Fig. 1: placement by cell class
The bar under the picture is 50 um long.
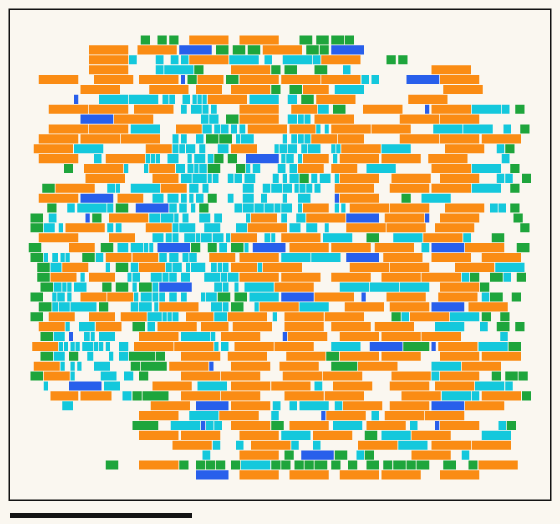
Fig. 2: clock wires, drivers and flops
The bar under the picture is 50 um long.
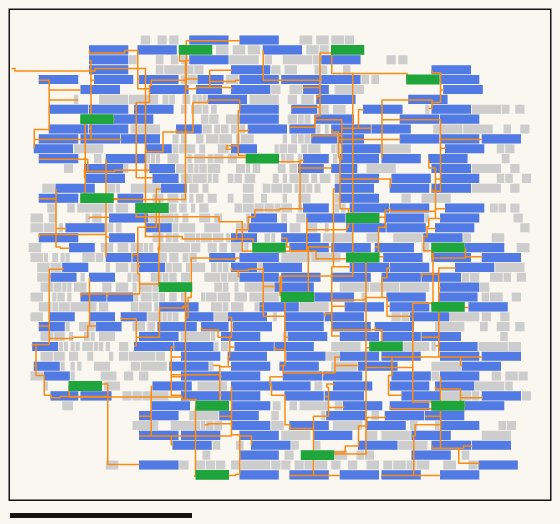
Fig. 3: signal wires by layer
Two of the layers only.
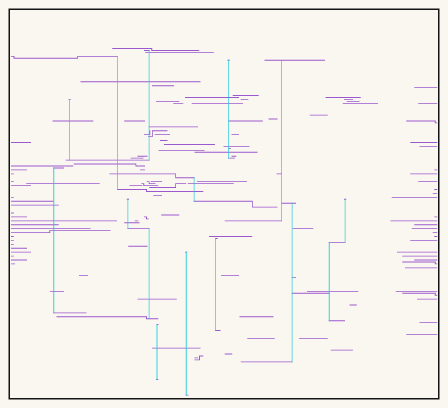
--- src/rtl/bamf_outport_capture.sv ---
`default_nettype none
// ============================================================================
// Module      : bamf_outport_capture
// Description : Captures BAMF outport writes with a cycle stamp relative to
//               program start and buffers them in a FWFT FIFO.
// Revision    : 1.0  initial release
// ============================================================================
module bamf_outport_capture #(
    parameter int DATA_W = 16,
    parameter int CNT_W  = 32,
    parameter int DEPTH  = 4
) (
    input  logic                       clk,
    input  logic                       reset,
    input  logic                       run_start,
    input  logic                       halt,
    input  logic                       out_we,
    input  logic [DATA_W-1:0]          out_data,
    output logic                       rd_valid,
    input  logic                       rd_ready,
    output logic [DATA_W-1:0]          rd_data,
    output logic [CNT_W-1:0]           rd_cycles,
    output logic [$clog2(DEPTH):0]     count,
    output logic                       full,
    output logic                       overflow,
    output logic                       running,
    output logic [CNT_W-1:0]           cycles
);

    localparam int AW = $clog2(DEPTH);
    localparam int CW = AW + 1;
    localparam int EW = DATA_W + CNT_W;
    localparam logic [CW-1:0]    c_depth   = CW'(DEPTH);
    localparam logic [CNT_W-1:0] c_cnt_max = '1;

    typedef enum logic [0:0] {
        ST_IDLE = 1'b0,
        ST_RUN  = 1'b1
    } state_t;

    state_t            r_state;
    state_t            w_state_nxt;
    logic [CNT_W-1:0]  r_cycles;
    logic [CNT_W-1:0]  w_cycles_nxt;
    logic [CNT_W-1:0]  w_cycles_inc;
    logic [CNT_W-1:0]  w_stamp;

    logic [EW-1:0]     r_mem [DEPTH];
    logic [AW-1:0]     r_wr_ptr;
    logic [AW-1:0]     r_rd_ptr;
    logic [CW-1:0]     r_count;
    logic [CW-1:0]     w_count_nxt;
    logic              r_valid;
    logic              r_full;
    logic              r_overflow;
    logic              w_pop;
    logic              w_push;
    logic              w_drop;
    logic [EW-1:0]     w_head;

    assign w_cycles_inc = (r_cycles == c_cnt_max) ? r_cycles : r_cycles + CNT_W'(1);

    // Counter FSM: run_start dominates halt; halt lets the counter advance once more.
    always_comb begin
        w_state_nxt  = r_state;
        w_cycles_nxt = r_cycles;
        if (run_start) begin
            w_state_nxt  = ST_RUN;
            w_cycles_nxt = '0;
        end else begin
            case (r_state)
                ST_RUN: begin
                    w_cycles_nxt = w_cycles_inc;
                    if (halt) begin
                        w_state_nxt = ST_IDLE;
                    end
                end
                default: begin
                    w_state_nxt = ST_IDLE;
                end
            endcase
        end
    end

    always_ff @(posedge clk) begin
        if (reset) begin
            r_state  <= ST_IDLE;
            r_cycles <= '0;
        end else begin
            r_state  <= w_state_nxt;
            r_cycles <= w_cycles_nxt;
        end
    end

    // The stamp is the value the counter reaches on the capturing edge.
    assign w_stamp = run_start           ? '0 :
                     (r_state == ST_RUN) ? w_cycles_inc : r_cycles;

    assign w_pop  = r_valid & rd_ready;
    assign w_push = out_we & (~r_full | w_pop);
    assign w_drop = out_we & r_full & ~w_pop;

    always_comb begin
        w_count_nxt = r_count;
        case ({w_push, w_pop})
            2'b10:   w_count_nxt = r_count + CW'(1);
            2'b01:   w_count_nxt = r_count - CW'(1);
            default: w_count_nxt = r_count;
        endcase
    end

    always_ff @(posedge clk) begin
        if (reset) begin
            r_wr_ptr   <= '0;
            r_rd_ptr   <= '0;
            r_count    <= '0;
            r_valid    <= 1'b0;
            r_full     <= 1'b0;
            r_overflow <= 1'b0;
        end else begin
            if (w_push) begin
                r_wr_ptr <= r_wr_ptr + AW'(1);
            end
            if (w_pop) begin
                r_rd_ptr <= r_rd_ptr + AW'(1);
            end
            r_count <= w_count_nxt;
            r_valid <= (w_count_nxt != '0);
            r_full  <= (w_count_nxt == c_depth);
            if (w_drop) begin
                r_overflow <= 1'b1;
            end else if (run_start) begin
                r_overflow <= 1'b0;
            end
        end
    end

    // Storage is written only on an accepted push, so X on an idle bus never lands.
    always_ff @(posedge clk) begin
        if (!reset && w_push) begin
            r_mem[r_wr_ptr] <= {out_data, w_stamp};
        end
    end

    assign w_head    = r_mem[r_rd_ptr];
    assign rd_valid  = r_valid;
    assign rd_data   = r_valid ? w_head[EW-1:CNT_W] : '0;
    assign rd_cycles = r_valid ? w_head[CNT_W-1:0]  : '0;
    assign count     = r_count;
    assign full      = r_full;
    assign overflow  = r_overflow;
    assign running   = (r_state == ST_RUN);
    assign cycles    = r_cycles;

endmodule
`default_nettype wire
--- config.mk ---
export PLATFORM = sky130hd
export DESIGN_NAME = bamf_outport_capture
export DESIGN_NICKNAME = d
export VERILOG_FILES = /design/src/rtl/bamf_outport_capture.sv
export SDC_FILE = /design/constraint.sdc
export NUM_CORES = 1
export LEC_CHECK = 0
export ABC_AREA = 0
export CORE_ASPECT_RATIO = 0.9
export CORE_MARGIN = 5
export CORE_UTILIZATION = 56
export CTS_CLUSTER_DIAMETER = 120
export CTS_CLUSTER_SIZE = 14
export DETAILED_ROUTE_END_ITERATION = 12
export PLACE_DENSITY = 0.8
export SETUP_SLACK_MARGIN = 0.15
export SLEW_MARGIN = 25
export SYNTH_ARGS = -nofsm -noshare
export SYNTH_HDL_FRONTEND = slang
export SYNTH_SLANG_ARGS = --single-unit
export TNS_END_PERCENT = 50
--- constraint.sdc ---
create_clock -name clk -period 2.9 [get_ports clk]
set_input_delay 0.29 -clock clk [delete_from_list [all_inputs] [get_ports clk]]
set_output_delay 0.29 -clock clk [all_outputs]
set_load 0.05 [all_outputs]
==> results_dict.tcl <==
# place-and-route summary
set metrics [dict create \
    antenna_found_initial 0 \
    wl_met1_mm 8.63 \
    final_common_cell "edfxtp_1" \
    required_ps 2610 \
    grt_max_degree 50 \
    pwr_density_cell_nw_per_um2 713 \
    firstDrtPassIters 5 \
    io_buffers 108 \
    grt_pass1_wl_mm 33.7 \
    pwr-share-seq 0.468 \
    avgRoutedWirePerCell_um 21.7 \
    cts_tree "done" \
    max_stage_delay_ps 670 \
    final_cell_mix "192 x edfxtp_1, 67 x buf_4, 60 x clkdlybuf4s50_1" \
    clock_latency_ps 500 \
    top_layer_used "met4" \
    synth_top_area_share 0.595 \
    yosysChipArea_um2 9680 \
    drc 0 \
    p_int_uw 5850 \
    area_leaders "edfxtp_1 60%, mux4_2 11%, dfxtp_1 9.3%" \
    mappedNetlistArea_um2 9680 \
    min_period_over_period 0.911 \
    place_ws_ps 321 \
    max_freq_mhz 378 \
    synth_cells 614 \
    grt_usage 0.215 \
    crit_type "flip-flop to primary output" \
    path_cells "buf_4, mux4_2, and2_1, buf_4" \
    edf_count 192 \
    htree_num_levels 1 \
    drive_gt1_frac 0.212 \
    fp_util 0.571 \
    yosysCellCount 614 \
    clock-sinks 237 \
    fin_crit_ps 2640 \
    tns_ps 0 \
    warnings 31 \
    syn_nets 643 \
    synthArstFlopShare 0 \
    outcome "finished, final reports clean" \
    maxCapViolations 0 \
    hpwl_mm 13.9 \
    setup_ws_ps 257 \
    pin_count 109 \
    yosys_warnings 0 \
    comb_power_share 0.233 \
    ant_nets 0 \
    wl_met3_mm 1.37 \
    yosysUniqueCellTypes 47 \
    clk_pin_slew_ps 70 \
    die_h_um 135 \
    ys.flops 237 \
    cts_made_buffers 20 \
    net-switching-power_uw 2460 \
    rsz0062_at_grt "true" \
    syn_avg_cell_area_um2 15.8 \
    cp_common_cell "buf_4" \
    max-slew-margin-rel 0.594 \
    endpoint_kind "primary output" \
    vias 5814 \
    antenna_cells 0 \
    power_frac_clock 0.298 \
    grt_pass1_vias 6048 \
    hold_violations 0 \
    met2_length_mm 10.9 \
    avgViaCountPerCell 5.90 \
    ff_type "edfxtp_1" \
    cts_buffer_depth 3 \
    slew_viol_final 0 \
    slowest_stage "dfxtp_4" \
    swShare 0.296 \
    yosysSeqAreaShare 0.688 \
    worst_pin_slew_ps 608 \
    area_delta_synth_final_pct 20.5 \
    rows 45 \
    worst-path-max-fanout 22 \
    setup_violations 0 \
    routed_wl_mm 21.3 \
    gp_congestion 0.922 \
    core_region_area_um2 16900 \
    critPathArrivalTime_ps 2350 \
    final_net_count 767 \
    hp-class "primary input to flip-flop" \
    ir_drop_mv 0.552 \
    start_kind "flip-flop" \
    grt_overflow 0 \
    fin_skew_ps 8.64 \
    dieArea_um2 20000 \
    first_iter_violations 559 \
    die_w_um 149 \
    p_leak_uw 0.00381 \
    cts-root-buf "clkbuf_16" \
    top_area_cell "edfxtp_1" \
]
About Fig. 1:
color	class	cells
orange	registers	237
cyan	remaining logic cells	346
blue	clock drivers and dummy loads	35
green	remaining buffers and delay cells	133

About Fig. 2:
[blue] flip-flops | count: 237
[orange] clock wires | length: 2,610 um
[green] clock-net drivers | count: 20
flops lie	widely spread
routed clock nets	21

About Fig. 3:
color	layer	wire length
purple	M3	1,370 um
cyan	M4	493 um

area by class of cell:
class / instances / area (um^2)
Timing Repair Buffer: 133 / 1220
Inverter: 7 / 26.3
Fill cell: 1138 / 5280
Tap cell: 235 / 294
Multi-Input combinational cell: 339 / 2870
Sequential cell: 237 / 6670
Clock buffer: 35 / 578
worst max-delay path: cells and delay by family (launching register included):
family,cells,cell delay (ps)
simple gates,1,180
mux,1,520
buf+inv,2,480
flops,1,670
Yosys cell counts (all sizes together) (7+ instances only):
master	number
nand3	16
xor2	12
edfxtp	192
mux4	48
or4	8
nor2	55
xnor2	9
nand2	19
clkbuf	22
inv	7
buf	9
or3	10
o31ai	10
nor3	8
nand4	11
a21oi	30
and2	53
dfxtp	45
what timing repair did:
action,CTS,global route
hold buffers,0,0
endpoints found under the setup margin,0,55
buffers inserted,0,2
gates resized,0,1
per-layer routing:
metal,track usage,vias up
met1,0.287,2928
met2,0.370,223
li1,-,2625
met4,0.0539,0
met5,0,-
met3,0.0409,38
worst paths after layout:
| path | start | depth (start not counted) | slack (ps) | endpoint |
|---|---|---|---|---|
| setup / recovery | flip-flop | 4 | 260 | rd_data[14] |
| hold / removal | out_data[13] | 1 | 430 | r_mem[2][45]$_DFFE_PP_ |
| setup reg to reg | cycles[15]$_SDFF_PP0_ | 6 | 280 | r_mem[0][15]$_DFFE_PP_ |
| hold reg to reg | r_wr_ptr[1]$_SDFFE_PP0P_ | 2 | 510 | r_wr_ptr[1]$_SDFFE_PP0P_ |
power by group through the flow:
stage	clock network, uW	logic (uW)	registers (uW)
after detailed placement	0	1960	3970
after global routing	2680	2040	3910
final	2480	1940	3890
after global placement	0	1940	3960
after CTS	2520	1970	3900
after floorplan	0	1330	3990
flip-flops by register name, indices dropped and copies added (netlist names), named ones only:
| name | flops |
|---|---|
| cycles | 32 |
| count | 3 |
| overflow | 1 |
| full | 1 |
| rd_valid | 1 |
| r_rd_ptr | 2 |
| r_wr_ptr | 2 |
| r_mem | 192 |
| running | 1 |
per-stage QoR:
step	utilization	hold WS [ps]	total power [uW]	cell area, um^2	std cells
4_1_cts	0.687	418	8390	11600	984
5_1_grt	0.688	420	8630	11700	986
3_3_place_gp	0.653	479	5900	11100	949
6_report	0.688	430	8320	11700	986
2_1_floorplan	-	389	5310	9690	614
3_5_place_dp	0.653	507	5940	11100	949
kinds of logic (layout without fill, tap and decap cells):
kind of cell	after synthesis	count (layout)	synth area share
XOR/XNOR	21	21	0.0190
buffers and inverters	38	175	0.0163
multiplexers	54	54	0.118
flip-flops	237	237	0.688
AND/OR/NAND/NOR	197	197	0.109
adder cells (fa/ha/maj)	7	7	0.00982
AND-OR/OR-AND	60	60	0.0394
Power and IR drop assume default switching activity.
